--- src/rtl/safety_clic_irq_bridge.sv ---
// Bridges the safety-island CLIC valid/ready interrupt offer onto one level-sensitive
// cv32e40p irq_i line, and turns the core's irq_ack into the CLIC claim handshake.
module safety_clic_irq_bridge #(
    parameter int NumInterrupts = 256,
    parameter int IdWidth       = $clog2(NumInterrupts),
    parameter int LevelWidth    = 8,
    parameter int CoreIrqLine   = 11,
    parameter int CntWidth      = 16
) (
    input  logic                  clk_i,
    input  logic                  rst_i,
    input  logic                  clic_irq_valid_i,
    output logic                  clic_irq_ready_o,
    input  logic [IdWidth-1:0]    clic_irq_id_i,
    input  logic [LevelWidth-1:0] clic_irq_level_i,
    input  logic                  clic_irq_shv_i,
    input  logic [LevelWidth-1:0] thresh_i,
    output logic [31:0]           core_irq_o,
    input  logic                  core_irq_ack_i,
    input  logic [4:0]            core_irq_id_i,
    output logic [IdWidth-1:0]    last_id_o,
    output logic [LevelWidth-1:0] last_level_o,
    output logic                  last_shv_o,
    output logic [CntWidth-1:0]   taken_cnt_o,
    output logic                  spurious_o,
    input  logic                  spurious_clr_i,
    output logic [1:0]            dbg_state_o
);

    localparam logic [1:0] ST_IDLE = 2'd0;
    localparam logic [1:0] ST_PEND = 2'd1;
    localparam logic [1:0] ST_ACK  = 2'd2;

    localparam logic [4:0]          LINE_ID = 5'(CoreIrqLine);
    localparam logic [CntWidth-1:0] CNT_MAX = {CntWidth{1'b1}};

    logic [1:0]            r_state;
    logic                  r_irq;
    logic                  r_ready;
    logic [IdWidth-1:0]    r_cap_id;
    logic [LevelWidth-1:0] r_cap_level;
    logic                  r_cap_shv;
    logic [IdWidth-1:0]    r_last_id;
    logic [LevelWidth-1:0] r_last_level;
    logic                  r_last_shv;
    logic [CntWidth-1:0]   r_taken_cnt;
    logic                  r_spurious;

    logic                  w_fwd;
    logic                  w_ack_ours;
    logic                  w_changed;
    logic                  w_spur_set;
    logic [31:0]           w_irq_vec;

    // Threshold masking is strict: a level equal to the threshold is not forwarded.
    assign w_fwd      = clic_irq_valid_i && (clic_irq_level_i > thresh_i);
    assign w_ack_ours = core_irq_ack_i && (core_irq_id_i == LINE_ID);
    assign w_changed  = (clic_irq_id_i != r_cap_id) || (clic_irq_level_i != r_cap_level)
                        || (clic_irq_shv_i != r_cap_shv);
    assign w_spur_set = (r_state == ST_ACK) && !clic_irq_valid_i;

    always_comb begin
        w_irq_vec              = '0;
        w_irq_vec[CoreIrqLine] = r_irq;
    end

    always_ff @(posedge clk_i or posedge rst_i) begin
        if (rst_i) begin
            r_state      <= ST_IDLE;
            r_irq        <= 1'b0;
            r_ready      <= 1'b0;
            r_cap_id     <= '0;
            r_cap_level  <= '0;
            r_cap_shv    <= 1'b0;
            r_last_id    <= '0;
            r_last_level <= '0;
            r_last_shv   <= 1'b0;
            r_taken_cnt  <= '0;
        end else begin
            case (r_state)
                ST_IDLE: begin
                    if (w_fwd) begin
                        r_cap_id    <= clic_irq_id_i;
                        r_cap_level <= clic_irq_level_i;
                        r_cap_shv   <= clic_irq_shv_i;
                        r_irq       <= 1'b1;
                        r_state     <= ST_PEND;
                    end
                end
                ST_PEND: begin
                    // The core has already trapped on an ack, so it beats a same-cycle withdrawal.
                    if (w_ack_ours) begin
                        r_last_id    <= r_cap_id;
                        r_last_level <= r_cap_level;
                        r_last_shv   <= r_cap_shv;
                        r_irq        <= 1'b0;
                        r_ready      <= 1'b1;
                        r_state      <= ST_ACK;
                    end else if (!w_fwd) begin
                        r_irq   <= 1'b0;
                        r_state <= ST_IDLE;
                    end else if (w_changed) begin
                        r_cap_id    <= clic_irq_id_i;
                        r_cap_level <= clic_irq_level_i;
                        r_cap_shv   <= clic_irq_shv_i;
                    end
                end
                ST_ACK: begin
                    if (clic_irq_valid_i && r_taken_cnt != CNT_MAX) begin
                        r_taken_cnt <= r_taken_cnt + CntWidth'(1);
                    end
                    r_ready <= 1'b0;
                    r_state <= ST_IDLE;
                end
                default: begin
                    r_irq   <= 1'b0;
                    r_ready <= 1'b0;
                    r_state <= ST_IDLE;
                end
            endcase
        end
    end

    always_ff @(posedge clk_i or posedge rst_i) begin
        if (rst_i) begin
            r_spurious <= 1'b0;
        end else if (w_spur_set) begin
            r_spurious <= 1'b1;
        end else if (spurious_clr_i) begin
            r_spurious <= 1'b0;
        end
    end

    assign clic_irq_ready_o = r_ready;
    assign core_irq_o       = w_irq_vec;
    assign last_id_o        = r_last_id;
    assign last_level_o     = r_last_level;
    assign last_shv_o       = r_last_shv;
    assign taken_cnt_o      = r_taken_cnt;
    assign spurious_o       = r_spurious;
    assign dbg_state_o      = r_state;

endmodule

--- config.mk ---
export PLATFORM = sky130hd
export DESIGN_NAME = safety_clic_irq_bridge
export DESIGN_NICKNAME = d
export VERILOG_FILES = /design/src/rtl/safety_clic_irq_bridge.sv
export SDC_FILE = /design/constraint.sdc
export NUM_CORES = 1
export LEC_CHECK = 0
export CORE_MARGIN = 5
export CORE_UTILIZATION = 49
export DETAILED_ROUTE_END_ITERATION = 12
export GPL_TIMING_DRIVEN = 1
export PLACE_DENSITY = 0.83
export SLEW_MARGIN = 10
export SYNTH_ARGS = -nofsm -noshare
export SYNTH_HDL_FRONTEND = slang
export SYNTH_SLANG_ARGS = --single-unit
--- constraint.sdc ---
create_clock -name clk_i -period 3.2 [get_ports clk_i]
set_input_delay 0.64 -clock clk_i [delete_from_list [all_inputs] [get_ports clk_i]]
set_output_delay 0.64 -clock clk_i [all_outputs]
set_load 0.01 [all_outputs]
Fig. 1: run 1, metal 3
Cells faint in the background.
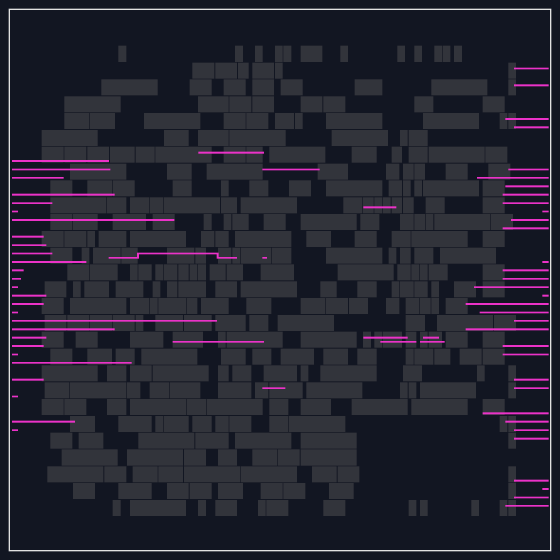
main direction: horizontal
share of all routed wire: 9.0%
longest straight run: 32.9 µm
nets with wire on the layer: 66

Fig. 2: run 1, congestion heat map
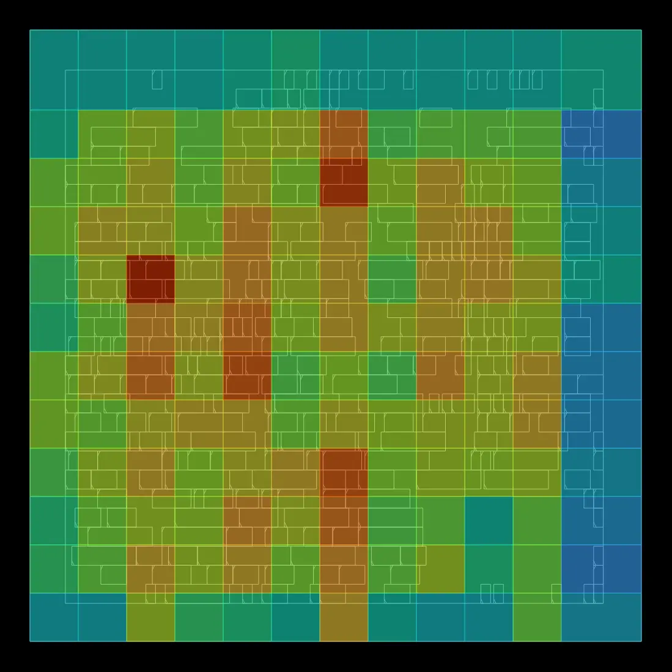
GRT Max-Usage Layer: met2
Post-Route Utilization: 0.6364
met3 Track Usage GR: 0.05203

==> results.py, run 1 <==
# Metrics from the implementation run
metrics = {
    "outcome": {
        "status": "completed",
    },
    "final_layout": {
        "stdcell_area_mm2": 0.003724,
        "final_common_cell": "clkdlybuf4s50_1",
        "drive_gt1_frac": 0.1667,
        "final_nets": 373,
        "layoutNonFillerInstCount": 405,
        "syn2layout_area_growth_pct": 27.07,
        "most-common-layout-cells": "72 x clkdlybuf4s50_1, 55 x dfrtp_1, 31 x conb_1",
    },
    "global_route": {
        "grt_pass1_wl_um": 9639,
        "grt_overflow": 0,
        "grt_pass1_vias": 2020,
        "met1_usage": 0.2044,
        "grt_max_degree": 24,
        "antenna_found_initial": 0,
        "grt_usage": 0.1606,
        "use_met2": 0.2678,
    },
    "pwr": {
        "comb_power_mw": 0.369,
        "p_leak_nw": 1.792,
        "p_int_mw": 1.204,
        "seq-power_mw": 0.855,
        "ir_drop_uv": 280.7,
        "power-top-group": "sequential cells",
        "combPwrFrac": 0.226,
        "p_seq_frac": 0.522,
        "p_sw_frac": 0.2645,
        "power.switching_mw": 0.4333,
        "p_per_area_mw_per_mm2": 439.8,
    },
    "setup_path": {
        "crit_arrival_ns": 2.89,
        "path_class": "in -> reg",
        "reg2reg_depth": 7,
        "r2r_slack_ns": 1.01,
        "start_kind": "primary input",
        "cp-end-kind": "flop",
        "rr_endpoint": "r_cap_level[0]",
        "r2r-start": "r_cap_id[5]",
    },
    "die": {
        "dieWidth_um": 87.33,
        "fp_util": 0.5009,
        "num_io_pins": 104,
        "rows": 28,
        "die_area_mm2": 0.007627,
        "design.core.area_mm2": 0.005851,
    },
    "cts": {
        "clk_latency_ns": 0.30,
        "cts_tree": "yes",
        "numCtsBuffers": 5,
        "cts_root_buffer": "clkbuf_8",
        "clock-sinks": 55,
        "post-cts-setup-buffers": 0,
        "cts.clk_slew.worst_paths_ns": 0.09,
    },
    "synth": {
        "largest_area_cell": "dfrtp_1",
        "ys_cells": 249,
        "synth_flops": 55,
        "synth_top_area_share": 0.4697,
        "synth_cell_types": 34,
        "ys_seq_share": 0.4697,
        "synth_chip_area_mm2": 0.002930,
        "syn-cell-area_mm2": 0.002930,
        "ys_warn_count": 0,
        "synth.top_cells.by_area": "dfrtp_1 47%, mux2_2 9.6%, buf_4 8.5%, xor2_1 7.2%, mux2_4 5.1%",
        "syn_avg_cell_area_um2": 11.77,
    },
    "placed_design": {
        "hpwl_um": 4747,
        "gp_congestion": 0.7940,
        "place_inst": 397,
        "portBuffers": 72,
    },
    "flow_run": {
        "warnings": 26,
        "max-cap-violations": 0,
    },
    "hold_path": {
        "hold_class": "reg -> reg",
        "hold_end": "clic_irq_ready_o",
        "whs_path_depth": 1,
        "hp-start": "clic_irq_ready_o",
    },
    "route": {
        "drtIter0Drc": 45,
        "ant_nets": 0,
        "remaining_drc_errors": 0,
        "routed.top_layer": "met4",
        "wl_met1_um": 2418,
        "vias": 1974,
        "routed_wl_um": 5836,
        "wl_met3_um": 523,
        "wl_met2_um": 2842,
    },
    "timing": {
        "finalSetupViolations": 0,
        "hold_viol": 0,
        "finalCritPeriodShare": 0.8445,
        "finalMaxSlewViolations": 0,
        "rsz0062_at_grt": "no",
        "whs_ns": 0.5102,
        "fin_crit_ns": 2.702,
    },
}
Fig. 3: run 1, routed clock nets over the placement
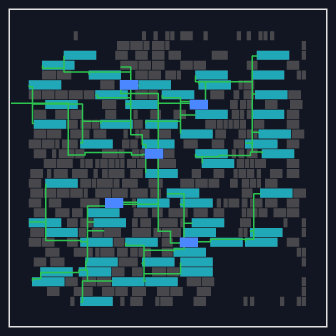
legend:
  green:
    item: clock wires
    length: 594 µm
  blue:
    item: cells driving clock nets
    count: 5
  cyan:
    item: flip-flops
    count: 55
routed clock nets: 6
Clock power frac: 0.252
clk_skew: 0.005682 ns
Clock group: 0.413 mW

Fig. 4: run 1, sizing map
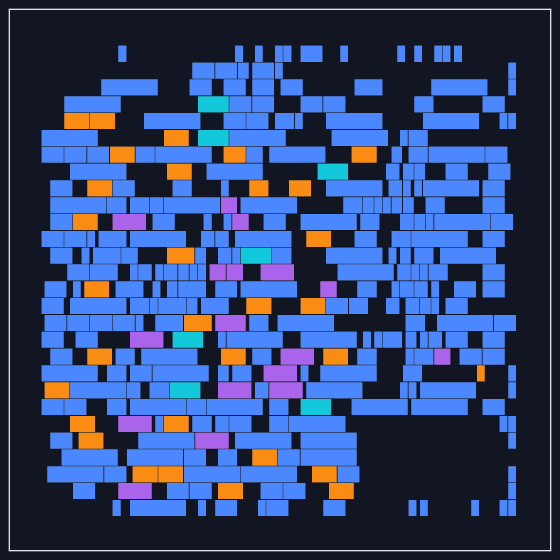
legend:
  cyan:
    size: drive 6 and up
    cells: 7
    share: 2.1%
  purple:
    size: drive 3 to 4
    cells: 17
    share: 5.2%
  blue:
    size: drive 1 or less
    cells: 275
    share: 83%
  orange:
    size: drive 2
    cells: 31
    share: 9.4%

==> run 1: critical path: stages <==
cell             delay [ns]
clkdlybuf4s50_1        0.48
ha_1                   0.37
nand4_1                0.12
nand2_1                0.07
a211oi_2               0.22
nor2_1                 0.09
or3_1                  0.37
buf_4                  0.21
mux2_4                 0.31
==> run 1: final cells by class <==
type	instances	area, µm²
inverters	14	52.55
well taps	75	93.84
multi-input cells	175	1335
flip-flops and latches	55	1376
repair buffers	78	765.7
clock buffers	8	100.1
fillers	474	2127
==> run 1: metrics by stage <==
stage,total power [mW],setup WS (ns)
6_report,1.638,0.4976
5_1_grt,1.734,0.3814
4_1_cts,1.652,0.5049
3_5_place_dp,1.240,0.1810
3_3_place_gp,1.227,0.2201
2_1_floorplan,1.114,0.7304
==> run 1: Yosys cell counts, drive strengths merged <==
library cell / n
nor4: 4
nor3: 6
or3: 2
a21oi: 2
o211ai: 1
a211oi: 1
dfrtp: 55
o22ai: 1
xor2: 24
nand2: 9
and4: 1
nand4: 7
nor2b: 2
and3b: 1
o32ai: 1
o21a: 1
nand3: 8
buf: 35
nor2: 13
conb: 1
a41oi: 1
nor4bb: 1
and3: 4
ha: 9
a21o: 1
inv: 14
o21ai: 1
xnor2: 8
mux2: 35
==> run 1: cell families after synthesis <==
group                      synth area share
AOI/OAI and AO/OA                   0.02690
xor gates and xnor gates            0.09565
adders and majority gates           0.03843
buffers and inverters                0.1132
DFF                                  0.4697
muxes                                0.1473
other                              0.001280
and+or+nand+nor                      0.1076
==> run 1: sequential cells by signal, summed over array words and instances (netlist names), 2 cells and up <==
| signal | flops |
|---|---|
| taken_cnt_o | 16 |
| last_level_o | 8 |
| r_cap_level | 8 |
| dbg_state_o | 2 |
| last_id_o | 8 |
| r_cap_id | 8 |
==> run 2, diff against run 1 <==
--- a/config.mk
+++ b/config.mk
@@ -6,10 +6,10 @@
 export NUM_CORES = 1
 export LEC_CHECK = 0
 export CORE_MARGIN = 5
-export CORE_UTILIZATION = 49
+export CORE_UTILIZATION = 41
 export DETAILED_ROUTE_END_ITERATION = 12
 export GPL_TIMING_DRIVEN = 1
-export PLACE_DENSITY = 0.83
+export PLACE_DENSITY = 0.74
 export SLEW_MARGIN = 10
 export SYNTH_ARGS = -nofsm -noshare
 export SYNTH_HDL_FRONTEND = slang
==> constraint.sdc (replaced) <==
create_clock -name clk_i -period 2.22 [get_ports clk_i]
set_input_delay 0.444 -clock clk_i [delete_from_list [all_inputs] [get_ports clk_i]]
set_output_delay 0.444 -clock clk_i [all_outputs]
set_load 0.01 [all_outputs]
==> results.py, run 2 <==
# Metrics from the implementation run
metrics = {
    "timing": {
        "whs_ns": 0.3835,
        "fmax_ghz": 0.4546,
        "fin_crit_ns": 2.200,
        "finalCritPeriodShare": 0.9909,
        "finalWorstSetupSlack_ns": 0.02016,
        "finalMaxSlewViolations": 0,
        "finalSetupViolations": 0,
        "clock_skew_ns": 0.006035,
        "final.setup.tns_ns": 0,
        "rsz0062_at_grt": "yes",
        "hold_viol": 0,
    },
    "synth": {
        "common_cells": "55 x dfrtp_1, 33 x buf_4, 25 x mux2_2",
        "synth_flops": 55,
        "syn_avg_cell_area_um2": 11.77,
        "ys_async_sr_fraction": 1.000,
        "synth_cell_types": 34,
        "largest_area_cell": "dfrtp_1",
        "syn_inst": 249,
        "syn-cell-area_mm2": 0.002930,
        "synth-edff-count": 0,
        "top_cell": "dfrtp_1",
        "synth_chip_area_mm2": 0.002930,
        "synth.top_cells.by_area": "dfrtp_1 47%, mux2_2 9.6%, buf_4 8.5%, xor2_1 7.2%, mux2_4 5.1%",
        "ys_seq_share": 0.4697,
        "synth-main-ff-cell": "dfrtp_1",
        "ys_warn_count": 0,
        "ys_cells": 249,
        "synth_top_area_share": 0.4697,
    },
    "global_route": {
        "use_met2": 0.2476,
        "grt_pass1_vias": 2159,
        "antenna_found_initial": 0,
        "grt_pass1_wl_um": 10380,
        "met1_usage": 0.1890,
        "top_usage_layer": "met2",
        "grt_max_degree": 56,
        "grt_overflow": 0,
    },
    "pwr": {
        "p_leak_nw": 1.981,
        "seq-power_mw": 1.24,
        "power-top-group": "sequential cells",
        "p_sw_frac": 0.2681,
        "p_int_mw": 1.873,
        "ir_drop_uv": 454.1,
        "comb_power_mw": 0.613,
        "power_mw": 2.559,
        "clkPwrFrac": 0.276,
        "p_seq_frac": 0.484,
        "power.switching_mw": 0.6861,
        "clock_net_power_mw": 0.707,
        "p_per_area_mw_per_mm2": 633.6,
        "combPwrFrac": 0.239,
    },
    "setup_path": {
        "required_ns": 2.42,
        "path_class": "reg -> reg",
        "start_kind": "flop",
        "path_max_fanout": 8,
        "path_buffers": 1,
        "cp_cell_sequence": "xor2_1, nor4_2, nand3_1, nor4_2, or3_4, buf_8, mux2_4",
        "cp_slowest_cell": "dfrtp_1",
        "slowest_delay_ns": 0.40,
        "crit_top_cell": "nor4_2",
        "cp-end-kind": "flop",
        "crit_family": "simple AND/OR/NAND/NOR gates",
        "crit_arrival_ns": 2.40,
    },
    "final_layout": {
        "final_nets": 385,
        "final_util": 0.5880,
        "drive_gt1_frac": 0.2632,
        "most-common-layout-cells": "55 x dfrtp_1, 48 x clkdlybuf4s50_1, 31 x conb_1",
        "layoutNonFillerInstCount": 438,
        "syn2layout_area_growth_pct": 37.83,
        "largest_register_ffs": 16,
        "diodes": 0,
        "final_common_cell": "dfrtp_1",
        "stdcell_area_mm2": 0.004039,
    },
    "cts": {
        "post-cts-setup-buffers": 1,
        "clock-sinks": 55,
        "cts_buffer_depth": 2,
        "ctsResizeCount": 41,
        "cts_root_buffer": "clkbuf_8",
        "cts_tree": "yes",
        "cts.clk_slew.worst_paths_ns": 0.10,
        "clk_latency_ns": 0.31,
        "numCtsBuffers": 5,
        "cts-htree-levels": 2,
        "holdBufCountCts": 0,
    },
    "route": {
        "routed_wl_um": 6379,
        "remaining_drc_errors": 0,
        "ant_nets": 0,
        "avgViaCountPerCell": 4.639,
        "drtIter0Drc": 51,
        "firstDrtPassIters": 4,
        "vias": 2032,
    },
    "die": {
        "rows": 30,
        "die-height_um": 94.54,
        "die_area_mm2": 0.008938,
        "dieWidth_um": 94.54,
        "fp_util": 0.4266,
        "design.core.area_mm2": 0.006869,
        "num_io_pins": 104,
    },
    "outcome": {
        "status": "completed",
    },
    "placed_design": {
        "place_inst": 427,
        "dp_slack_ns": -0.7055,
        "hpwl_um": 4801,
        "gp_congestion": 0.8654,
        "placed_area_mm2": 0.003767,
        "portBuffers": 72,
    },
    "flow_run": {
        "max-cap-violations": 0,
        "warnings": 28,
    },
    "hold_path": {
        "hold_class": "in -> reg",
    },
}
==> run 2: netlist changes by cell type in the layout (fill, tap and decap cells not counted), sizes merged <==
cell / delta
buf: +13
bufinv: +1
clkbuf: +2
clkdlybuf4s15: +5
clkdlybuf4s50: -24
dlygate4sd2: +9
dlymetal6s2s: +5
inv: +1
==> run 2: metal layers <==
metal | up-vias | wire [µm]
met5 | - | 0
met2 | 77 | 3151
met3 | 5 | 413
met4 | 0 | 65
met1 | 983 | 2749
li1 | 967 | -
==> run 2: cell families (layout without fill, tap and decap cells) <==
group | after synthesis | in the layout | share of synthesized area
simple gates | 58 | 58 | 0.1076
flops | 55 | 55 | 0.4697
buf+inv | 49 | 112 | 0.1132
mux | 35 | 35 | 0.1473
xor+xnor | 32 | 32 | 0.09565
compound gates | 10 | 10 | 0.02690
fa+ha+maj | 9 | 9 | 0.03843
other cells | 1 | 31 | 0.001280
==> run 2: layout make-up <==
class,count,area (µm²)
Inverter,14,65.06
Sequential cell,55,1376
Multi-Input combinational cell,175,1464
Fill cell,577,2830
Clock inverter,2,38.79
Clock buffer,6,82.58
Timing Repair Buffer,90,892.1
Tap cell,96,120.1
==> run 2: path summary, 6_finish.rpt <==
check                                  from          endpoint  slack (ns)  cells after the start
max in group asynchronous             rst_i   taken_cnt_o[10]        1.48                      3
min reg2reg                clic_irq_ready_o  clic_irq_ready_o        0.50                      1
max                             r_cap_id[5]    r_cap_level[0]        0.02                      7
max reg2reg                     r_cap_id[5]    r_cap_level[0]        0.02                      7
min in group asynchronous             rst_i   taken_cnt_o[14]        0.50                      3
min                        clic_irq_valid_i        spurious_o        0.38                      2
Fig. 5: run 2, sizing map
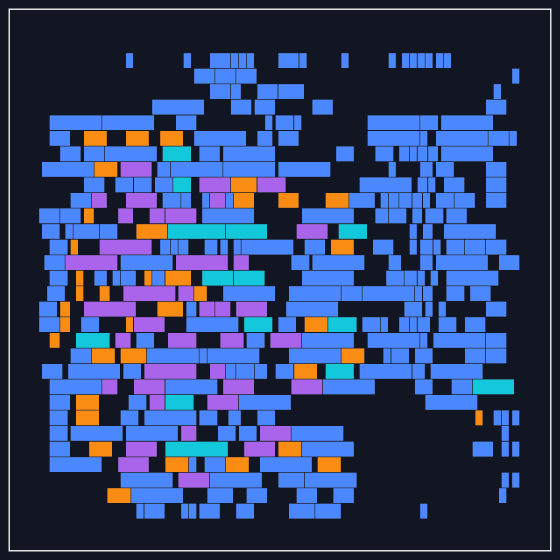
legend:
  purple:
    size: drive 3 to 4
    cells: 39
    share: 11%
  blue:
    size: drive 1 or less
    cells: 252
    share: 74%
  orange:
    size: drive 2
    cells: 37
    share: 11%
  cyan:
    size: drive 6 and up
    cells: 14
    share: 4.1%

Fig. 6: run 2, congestion heat map
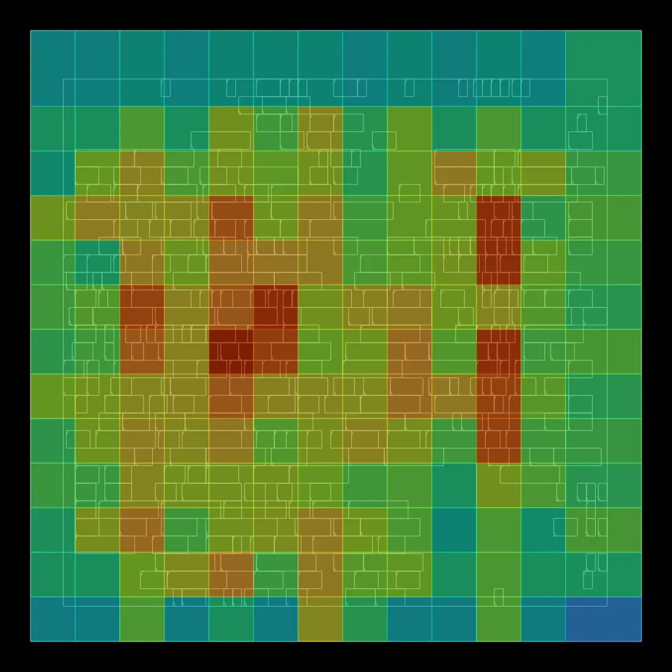
gr usage total: 0.1482
met3 Track Usage GR: 0.03347
DR WL/cell: 14.56 µm

==> run 3, diff against run 2 <==
--- a/config.mk
+++ b/config.mk
@@ -7,6 +7,7 @@
 export LEC_CHECK = 0
 export CORE_MARGIN = 5
 export CORE_UTILIZATION = 41
+export CTS_CLUSTER_DIAMETER = 50
 export DETAILED_ROUTE_END_ITERATION = 12
 export GPL_TIMING_DRIVEN = 1
 export PLACE_DENSITY = 0.74
==> results.py, run 3 <==
# Metrics from the implementation run
metrics = {
    "die": {
        "rows": 30,
        "die_area_mm2": 0.008938,
        "dieWidth_um": 94.54,
        "design.core.area_mm2": 0.006869,
        "num_io_pins": 104,
        "fp_util": 0.4266,
        "die-height_um": 94.54,
    },
    "setup_path": {
        "rr_endpoint": "r_cap_level[0]",
        "start_kind": "flop",
        "worstSetupStartpoint": "r_cap_id[5]",
        "path_max_fanout": 8,
        "cp-end-kind": "flop",
        "required_ns": 2.42,
        "r2r-start": "r_cap_id[5]",
        "path_class": "reg -> reg",
        "r2r_slack_ns": 0.02,
        "crit_path_end": "r_cap_level[0]",
        "reg2reg_depth": 7,
        "crit_arrival_ns": 2.40,
    },
    "route": {
        "firstDrtPassIters": 4,
        "avgViaCountPerCell": 4.639,
        "ant_nets": 0,
        "vias": 2032,
        "remaining_drc_errors": 0,
        "drtIter0Drc": 51,
        "routedWlPerCell_um": 14.56,
        "routed_wl_um": 6379,
    },
    "placed_design": {
        "hpwl_um": 4801,
        "placed_area_mm2": 0.003767,
        "gp_congestion": 0.8654,
        "place_inst": 427,
        "portBuffers": 72,
    },
    "synth": {
        "ys_seq_share": 0.4697,
        "synth_flops": 55,
        "ys_warn_count": 0,
        "syn_inst": 249,
        "synth_top_area_share": 0.4697,
        "syn_avg_cell_area_um2": 11.77,
        "synth_chip_area_mm2": 0.002930,
        "synth-main-ff-cell": "dfrtp_1",
        "synth_cell_types": 34,
        "synth.top_cells.by_area": "dfrtp_1 47%, mux2_2 9.6%, buf_4 8.5%, xor2_1 7.2%, mux2_4 5.1%",
        "top_cell": "dfrtp_1",
        "largest_area_cell": "dfrtp_1",
        "syn-cell-area_mm2": 0.002930,
        "synth-edff-count": 0,
        "ys_async_sr_fraction": 1.000,
        "common_cells": "55 x dfrtp_1, 33 x buf_4, 25 x mux2_2",
        "ys_cells": 249,
    },
    "hold_path": {
        "hold_end": "spurious_o",
        "whs_path_depth": 2,
        "hold_class": "in -> reg",
        "hp-start": "clic_irq_valid_i",
    },
    "pwr": {
        "ir_drop_uv": 454.1,
        "p_per_area_mw_per_mm2": 633.6,
        "p_int_mw": 1.873,
        "power.switching_mw": 0.6861,
        "power_mw": 2.559,
        "p_sw_frac": 0.2681,
        "p_leak_nw": 1.981,
        "p_seq_frac": 0.484,
        "combPwrFrac": 0.239,
    },
    "final_layout": {
        "layoutNonFillerInstCount": 438,
        "most-common-layout-cells": "55 x dfrtp_1, 48 x clkdlybuf4s50_1, 31 x conb_1",
        "final_nets": 385,
        "diodes": 0,
        "drive_gt1_frac": 0.2632,
        "largest_register_ffs": 16,
        "final_util": 0.5880,
        "final_common_cell": "dfrtp_1",
    },
    "timing": {
        "rsz0062_at_grt": "yes",
        "finalSetupViolations": 0,
        "hold_viol": 0,
        "fmax_ghz": 0.4546,
        "finalMaxSlewViolations": 0,
        "fin_crit_ns": 2.200,
        "final.setup.tns_ns": 0,
        "finalCritPeriodShare": 0.9909,
    },
    "flow_run": {
        "warnings": 28,
        "max-cap-violations": 0,
    },
    "cts": {
        "clock-sinks": 55,
        "cts_buffer_depth": 2,
        "numCtsBuffers": 5,
        "cts.clk_slew.worst_paths_ns": 0.10,
        "cts-htree-levels": 2,
        "cts_tree": "yes",
        "cts_root_buffer": "clkbuf_8",
    },
    "global_route": {
        "grt_pass1_vias": 2159,
        "top_usage_layer": "met2",
        "use_met2": 0.2476,
        "grt_max_degree": 56,
        "grtUsageMet3": 0.03347,
        "grt_overflow": 0,
        "antenna_found_initial": 0,
        "grt_pass1_wl_um": 10380,
        "met1_usage": 0.1890,
        "grt_usage": 0.1482,
    },
    "outcome": {
        "status": "completed",
    },
}
==> run 3: cell counts after synthesis <==
No cell type changed its count.
==> run 3: per-layer routing <==
layer | vias up | wire length (µm)
met5 | - | 0
met4 | 0 | 65
met1 | 983 | 2749
met2 | 77 | 3151
met3 | 5 | 413
li1 | 967 | -
==> run 3: critical path, stage by stage, from the launching register on <==
cell	delay (ns)
dfrtp_1	0.40
xor2_1	0.18
nor4_2	0.31
nand3_1	0.16
nor4_2	0.33
or3_4	0.24
buf_8	0.16
mux2_4	0.30
==> run 3: power by group through the flow <==
stage          Clock, mW  Combinational, mW  Sequential [mW]
4_1_cts            0.728              0.580             1.24
3_3_place_gp           0              0.541             1.25
3_5_place_dp           0              0.559             1.25
6_report           0.707              0.613             1.24
5_1_grt            0.771              0.667             1.25
2_1_floorplan          0              0.367             1.24
==> run 3: logic make-up after synthesis <==
family,synth area share
mux,0.1473
compound gates,0.02690
buf+inv,0.1132
simple gates,0.1076
fa+ha+maj,0.03843
flops,0.4697
xor+xnor,0.09565
other cells,0.001280
==> run 3: layout make-up <==
cell class | count | area (µm²)
Multi-Input combinational cell | 175 | 1464
Tap cell | 96 | 120.1
Inverter | 14 | 65.06
Clock inverter | 2 | 38.79
Fill cell | 577 | 2830
Timing Repair Buffer | 90 | 892.1
Clock buffer | 6 | 82.58
Sequential cell | 55 | 1376
==> run 3: repair_timing <==
action / in CTS / in global routing
cloned: 1 / 0
hold buffers: 0 / 0
pin swaps: 13 / 14
resized: 41 / 28
endpoints found under the setup margin: 17 / 17
buffers inserted: 1 / 1
==> run 3: metrics by stage <==
stage                     worst slack [ns]  hold slack, ns
after floorplan                   -0.05034          0.5167
after global placement             -0.6669          0.4784
after detailed placement           -0.7055          0.4801
after CTS                         0.006642          0.5028
after global routing              -0.08214          0.4107
final                              0.02016          0.3835
Fig. 7: run 3, routed clock nets over the placement
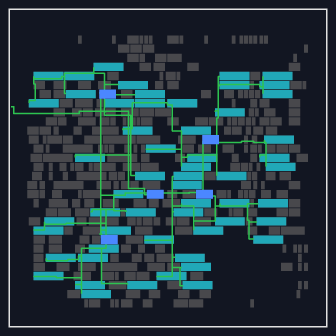
legend:
  blue:
    item: cells driving clock nets
    count: 5
  cyan:
    item: flip-flops
    count: 55
  green:
    item: clock wires
    length: 651 µm
routed clock nets: 6
clk_skew: 0.006035 ns
clk ins delay skew pair: 0.31 ns
Clock power frac: 0.276

Fig. 8: run 3, sizing map
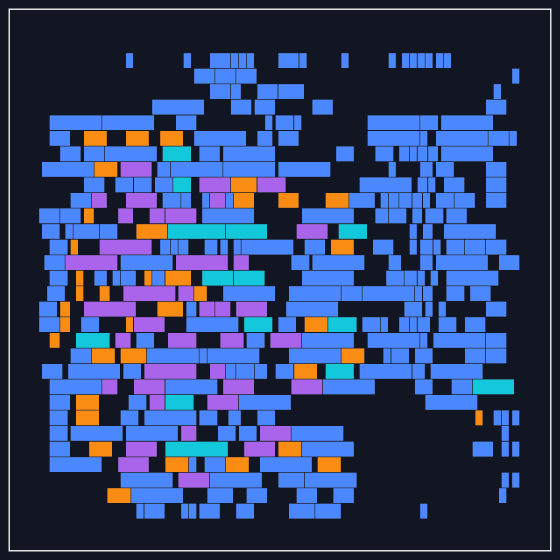
legend:
  orange:
    size: drive 2
    cells: 37
    share: 11%
  blue:
    size: drive 1 or less
    cells: 252
    share: 74%
  purple:
    size: drive 3 to 4
    cells: 39
    share: 11%
  cyan:
    size: drive 6 and up
    cells: 14
    share: 4.1%
Post-Layout Inst Area: 0.004039 mm²
Non-clock buffers: 90
area growth from synthesis to layout: 37.83%
Setup WS post-layout: 0.02016 ns

Power figures rest on the tool's default switching activity, not on a simulated workload.
